**Signal wires on met1**

Scale: 2 px per um. Supply wires on this layer in grey.
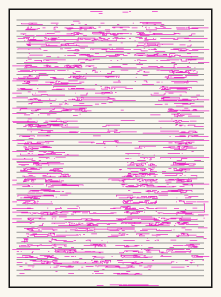
**M3 wires**

Scale: 3 px per um. Cells faint in the background.
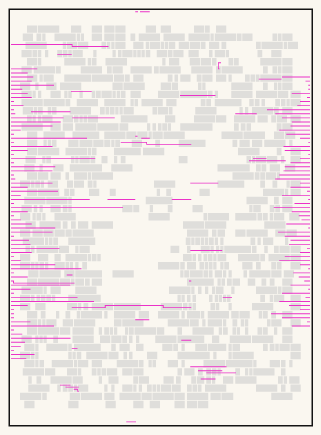
**src/rtl/mult_issue_ctrl.sv**
```systemverilog
// -----------------------------------------------------------------------------
// mult_issue_ctrl
//
// Issue/writeback controller that sits in front of and behind the RV32M integer
// multiplier. It accepts one decoded multiply request at a time, translates
// funct3 into the multiplier operator / short_signed controls, holds operands
// steady until the multiplier reports ready, captures the result and presents it
// with its destination tag on a writeback handshake. A watchdog turns a
// multiplier that never completes into an error writeback.
//
// Ports
//   clk, rst              clock, synchronous active-high reset
//   req_valid_i/ready_o   request handshake
//   req_funct3_i          RV32M funct3 (000..011 legal, 1xx illegal)
//   req_op_a_i/op_b_i     rs1 / rs2 values
//   req_rd_i              destination register tag
//   mult_enable_o         multiplier enable (high only while BUSY)
//   mult_operator_o       MUL_MAC32 (000) or MUL_H (110)
//   mult_short_signed_o   operand signedness (bit0 = op_a, bit1 = op_b)
//   mult_op_a_o/op_b_o    registered operands driven to the multiplier
//   mult_ex_ready_o       multiplier ex_ready (high only while BUSY)
//   mult_result_i         multiplier result
//   mult_ready_i          multiplier ready (only honoured while BUSY)
//   wb_valid_o/ready_i    writeback handshake
//   wb_rd_o, wb_data_o    destination tag and result (data 0 on error)
//   wb_err_o              illegal funct3 or watchdog timeout
// -----------------------------------------------------------------------------
module mult_issue_ctrl #(
  parameter int unsigned TIMEOUT_CYCLES = 15,
  parameter int unsigned RD_W           = 5
) (
  input  logic            clk,
  input  logic            rst,
  input  logic            req_valid_i,
  output logic            req_ready_o,
  input  logic [2:0]      req_funct3_i,
  input  logic [31:0]     req_op_a_i,
  input  logic [31:0]     req_op_b_i,
  input  logic [RD_W-1:0] req_rd_i,
  output logic            mult_enable_o,
  output logic [2:0]      mult_operator_o,
  output logic [1:0]      mult_short_signed_o,
  output logic [31:0]     mult_op_a_o,
  output logic [31:0]     mult_op_b_o,
  output logic            mult_ex_ready_o,
  input  logic [31:0]     mult_result_i,
  input  logic            mult_ready_i,
  output logic            wb_valid_o,
  input  logic            wb_ready_i,
  output logic [RD_W-1:0] wb_rd_o,
  output logic [31:0]     wb_data_o,
  output logic            wb_err_o
);

  typedef enum logic [1:0] {
    S_IDLE = 2'd0,
    S_BUSY = 2'd1,
    S_WB   = 2'd2
  } state_e;

  localparam logic [2:0] MUL_MAC32 = 3'b000;
  localparam logic [2:0] MUL_H     = 3'b110;

  // Last BUSY cycle index before the watchdog fires: counter values
  // 0..TIMEOUT_CYCLES-1 give exactly TIMEOUT_CYCLES BUSY cycles.
  localparam logic [7:0] CNT_LAST = 8'(TIMEOUT_CYCLES - 1);

  state_e          state_q, state_d;
  logic [31:0]     op_a_q, op_a_d;
  logic [31:0]     op_b_q, op_b_d;
  logic [2:0]      operator_q, operator_d;
  logic [1:0]      short_signed_q, short_signed_d;
  logic [RD_W-1:0] rd_q, rd_d;
  logic [31:0]     data_q, data_d;
  logic            err_q, err_d;
  logic [7:0]      cnt_q, cnt_d;
  logic            accept;

  // Everything the multiplier sees comes from registers, so req_* never has a
  // combinational path to mult_*.
  assign mult_enable_o       = (state_q == S_BUSY);
  assign mult_ex_ready_o     = (state_q == S_BUSY);
  assign mult_operator_o     = operator_q;
  assign mult_short_signed_o = short_signed_q;
  assign mult_op_a_o         = op_a_q;
  assign mult_op_b_o         = op_b_q;
  assign wb_valid_o          = (state_q == S_WB);
  assign wb_rd_o             = rd_q;
  assign wb_data_o           = data_q;
  assign wb_err_o            = err_q;

  // Accepting while WB drains lets a new request issue in the same cycle the
  // previous result is consumed.
  assign req_ready_o = (state_q == S_IDLE) || ((state_q == S_WB) && wb_ready_i);
  assign accept      = req_valid_i && req_ready_o;

  always_comb begin
    // NOTE: every signal written here gets a default first, so no path through
    // the case statements can leave one unassigned and infer a latch.
    state_d        = state_q;
    op_a_d         = op_a_q;
    op_b_d         = op_b_q;
    operator_d     = operator_q;
    short_signed_d = short_signed_q;
    rd_d           = rd_q;
    data_d         = data_q;
    err_d          = err_q;
    cnt_d          = cnt_q;

    case (state_q)
      S_BUSY: begin
        // Ready is checked before the watchdog so it wins a same-cycle tie.
        if (mult_ready_i) begin
          data_d  = mult_result_i;
          err_d   = 1'b0;
          state_d = S_WB;
        end else if (cnt_q == CNT_LAST) begin
          data_d  = '0;
          err_d   = 1'b1;
          state_d = S_WB;
        end else begin
          cnt_d = cnt_q + 8'd1;
        end
      end
      S_WB: begin
        if (wb_ready_i) state_d = S_IDLE;
      end
      default: state_d = S_IDLE;
    endcase

    // A new request (only possible in IDLE or a draining WB) overrides the
    // state-specific next values above.
    if (accept) begin
      rd_d  = req_rd_i;
      cnt_d = '0;
      if (req_funct3_i[2]) begin
        // Illegal funct3: never touch the multiplier, report an error directly.
        data_d  = '0;
        err_d   = 1'b1;
        state_d = S_WB;
      end else begin
        op_a_d  = req_op_a_i;
        op_b_d  = req_op_b_i;
        state_d = S_BUSY;
        case (req_funct3_i[1:0])
          2'b00:   begin operator_d = MUL_MAC32; short_signed_d = 2'b00; end
          2'b01:   begin operator_d = MUL_H;     short_signed_d = 2'b11; end
          2'b10:   begin operator_d = MUL_H;     short_signed_d = 2'b01; end
          default: begin operator_d = MUL_H;     short_signed_d = 2'b00; end
        endcase
      end
    end
  end

  always_ff @(posedge clk) begin
    // NOTE: sequential state is updated with non-blocking assignments so every
    // register samples the pre-edge values regardless of statement order.
    if (rst) begin
      state_q        <= S_IDLE;
      op_a_q         <= '0;
      op_b_q         <= '0;
      operator_q     <= MUL_MAC32;
      short_signed_q <= 2'b00;
      rd_q           <= '0;
      data_q         <= '0;
      err_q          <= 1'b0;
      cnt_q          <= '0;
    end else begin
      state_q        <= state_d;
      op_a_q         <= op_a_d;
      op_b_q         <= op_b_d;
      operator_q     <= operator_d;
      short_signed_q <= short_signed_d;
      rd_q           <= rd_d;
      data_q         <= data_d;
      err_q          <= err_d;
      cnt_q          <= cnt_d;
    end
  end

endmodule

```
**config.mk**
```make
export PLATFORM = sky130hd
export DESIGN_NAME = mult_issue_ctrl
export DESIGN_NICKNAME = d
export VERILOG_FILES = /design/src/rtl/mult_issue_ctrl.sv
export SDC_FILE = /design/constraint.sdc
export NUM_CORES = 1
export LEC_CHECK = 0
export ABC_AREA = 1
export CAP_MARGIN = 20
export CORE_ASPECT_RATIO = 1.4
export CORE_MARGIN = 3
export CORE_UTILIZATION = 35
export DETAILED_ROUTE_END_ITERATION = 12
export PLACE_DENSITY_LB_ADDON = 0.2
export SYNTH_ARGS = -nofsm -noshare
export SYNTH_HDL_FRONTEND = slang
export SYNTH_SLANG_ARGS = --single-unit
```
**constraint.sdc**
```tcl
create_clock -name clk -period 2.2 [get_ports clk]
set_clock_uncertainty 0.15 [all_clocks]
set_input_delay 0.33 -clock clk [delete_from_list [all_inputs] [get_ports clk]]
set_output_delay 0.33 -clock clk [all_outputs]
set_load 0.01 [all_outputs]
```
==> impl_metrics.tcl <==
# implementation run metrics
set metrics [dict create \
    p_clk_mw 3.03 \
    core_util_floorplan_pct 36.5 \
    ys_cells 560 \
    crit_type "flop to output pin" \
    cell_internal_pwr_mw 4.70 \
    power_mw 6.08 \
    antenna_found_initial 0 \
    drt_iter0_markers 153 \
    outcome "complete, no violations" \
    htree_levels 4 \
    drv_cap 0 \
    comb_power_mw 0.793 \
    slowest_delay_ps 550 \
    required_ps 1720 \
    routabilityCongestion 0.740 \
    path_cells "nand2_1 > inv_2 > clkdlybuf4s50_1" \
    ys_seq_share_pct 52.6 \
    synth_cells 560 \
    tns_ps 0 \
    setup_viol 0 \
    grt_usage_pct 19.1 \
    n_fill_cell 1043 \
    switching_share_pct 22.7 \
    drcViolationCount 0 \
    synthesis.area_um2 4380 \
    clock.latency.late_pin_ps 410 \
    final_cell_area_um2 7330 \
    drt-total-wl_um 13300 \
    finalNetCount 886 \
    place_ws_ps -68.7 \
    fin_ws_ps 83.7 \
    die_area_um2 13900 \
    grt_pass1_wl_um 21600 \
    drt-pass1-iter-count 4 \
    grt_max_degree 69 \
    critical_path_buf_inv_count 2 \
    pg_seq_mw 2.26 \
    ir_worst_vdd_mv 0.479 \
    io_pins 220 \
    pwr-share-clk_pct 49.8 \
    ys_types 25 \
    end_kind "output pin" \
    viasPerCell 4.78 \
    start_kind "flop" \
    leakage_nw 2.86 \
    layout-drive-gt1-share_pct 7.89 \
    warnings 28 \
    hold_ws_ps 311 \
]
## Picture notes: 'signal wires on met1'
The longest straight run is 28.7 um. The layer holds 39% of the routed length. The layer carries 5190 um of wire.

## Picture notes: 'M3 wires'
The wires run mostly horizontal. 152 nets have wire on it. The layer holds 9.3% of the routed length. The layer carries 1240 um of wire. The longest straight run is 37.0 um.

-- per-stage QoR --
| stage | std cells | utilization [%] |
|---|---|---|
| after floorplan | 560 | - |
| after global placement | 901 | 55.7 |
| final | 933 | 61.1 |
| after CTS | 933 | 61.1 |
| after detailed placement | 901 | 55.7 |
| after global routing | 933 | 61.1 |
-- cells in the final DEF (no fill, tap or decap) --
cell type / count
clkdlybuf4s50_1: 217
nor2_1: 135
dfxtp_1: 115
nand2_1: 73
o21ai_0: 64
a21oi_1: 46
nand3_1: 42
clkbuf_16: 17
inv_1: 12
nor2_2: 9
buf_4: 9
o21ai_1: 6
bufinv_16: 5
buf_12: 5
inv_2: 4
ha_1: 4
clkinv_4: 4
nor2_4: 2
nand3b_1: 2
xnor2_1: 2
clkinvlp_4: 2
clkbuf_1: 2
nand3_4: 1
nor3_1: 1
o21ai_2: 1
xor2_1: 1
a21oi_2: 1
conb_1: 1
clkinv_2: 1
clkbuf_8: 1
dlygate4sd2_1: 1
-- synthesized netlist by cell type, types with 2 or more instances --
| cell | n | area, um^2 |
|---|---|---|
| buf_4 | 7 | 52.6 |
| buf_6 | 6 | 67.6 |
| o21ai_1 | 6 | 30.0 |
| o21ai_0 | 64 | 320 |
| nand2_1 | 73 | 274 |
| xnor2_1 | 2 | 17.5 |
| clkbuf_1 | 10 | 37.5 |
| inv_1 | 12 | 45.0 |
| nand3_1 | 42 | 210 |
| buf_2 | 13 | 65.1 |
| nand3b_1 | 2 | 15.0 |
| nor2_1 | 135 | 507 |
| nor2_2 | 10 | 62.6 |
| ha_1 | 4 | 50.1 |
| dfxtp_1 | 115 | 2300 |
| a21oi_1 | 46 | 230 |
| clkbuf_2 | 2 | 10.0 |
| inv_2 | 4 | 15.0 |
-- routing by layer --
metal  track usage, %  vias up  part of all wire (%)
met5                0        -                     0
met4             7.45        0                   2.2
met3             7.71       22                   9.3
met2             32.6      189                    49
met1             21.0     2007                    39
li1                 -     2239                     -
-- kinds of logic after synthesis --
family,Yosys count,synth area share (%)
AND/OR/NAND/NOR,265,25.2
adder cells (fa/ha/maj),4,1.14
other,1,0.0857
flip-flops,115,52.6
AND-OR/OR-AND,118,13.7
XOR/XNOR,3,0.601
buffers and inverters,54,6.69
-- final timing paths --
check	startpoint	end	slack [ps]	cells past startpoint
worst max-delay path	state_q[0]	mult_enable_o	80	3
worst min-delay path	wb_rd_o[0]	wb_rd_o[0]	310	2
worst min register to register	wb_rd_o[0]	wb_rd_o[0]	310	2
worst max register to register	cnt_q[0]	cnt_q[0]	450	7
-- sequential cells by signal (all words and copies together), names as in the netlist --
signal,flops
state_q,2
wb_err_o,1
wb_data_o,32
wb_rd_o,5
mult_op_a_o,32
mult_short_signed_o,2
mult_operator_o,1
mult_op_b_o,32
cnt_q,8
-- what timing repair did --
item / 4_1_cts / 5_1_grt
setup endpoints to repair: 1 / 0
resized: 2 / 0
buffers inserted: 0 / 0
-- cell type report --
cell class	instances	area, um^2	share of cell area (%)
well taps	147	184	2.51
repair buffers	232	2350	32.0
clock buffers	20	447	6.09
inverters	16	60.1	0.819
flip-flops and latches	115	2300	31.4
clock inverters	12	205	2.80
multi-input cells	391	1790	24.4
No activity file was given, so power comes from the tool's default toggle rates.
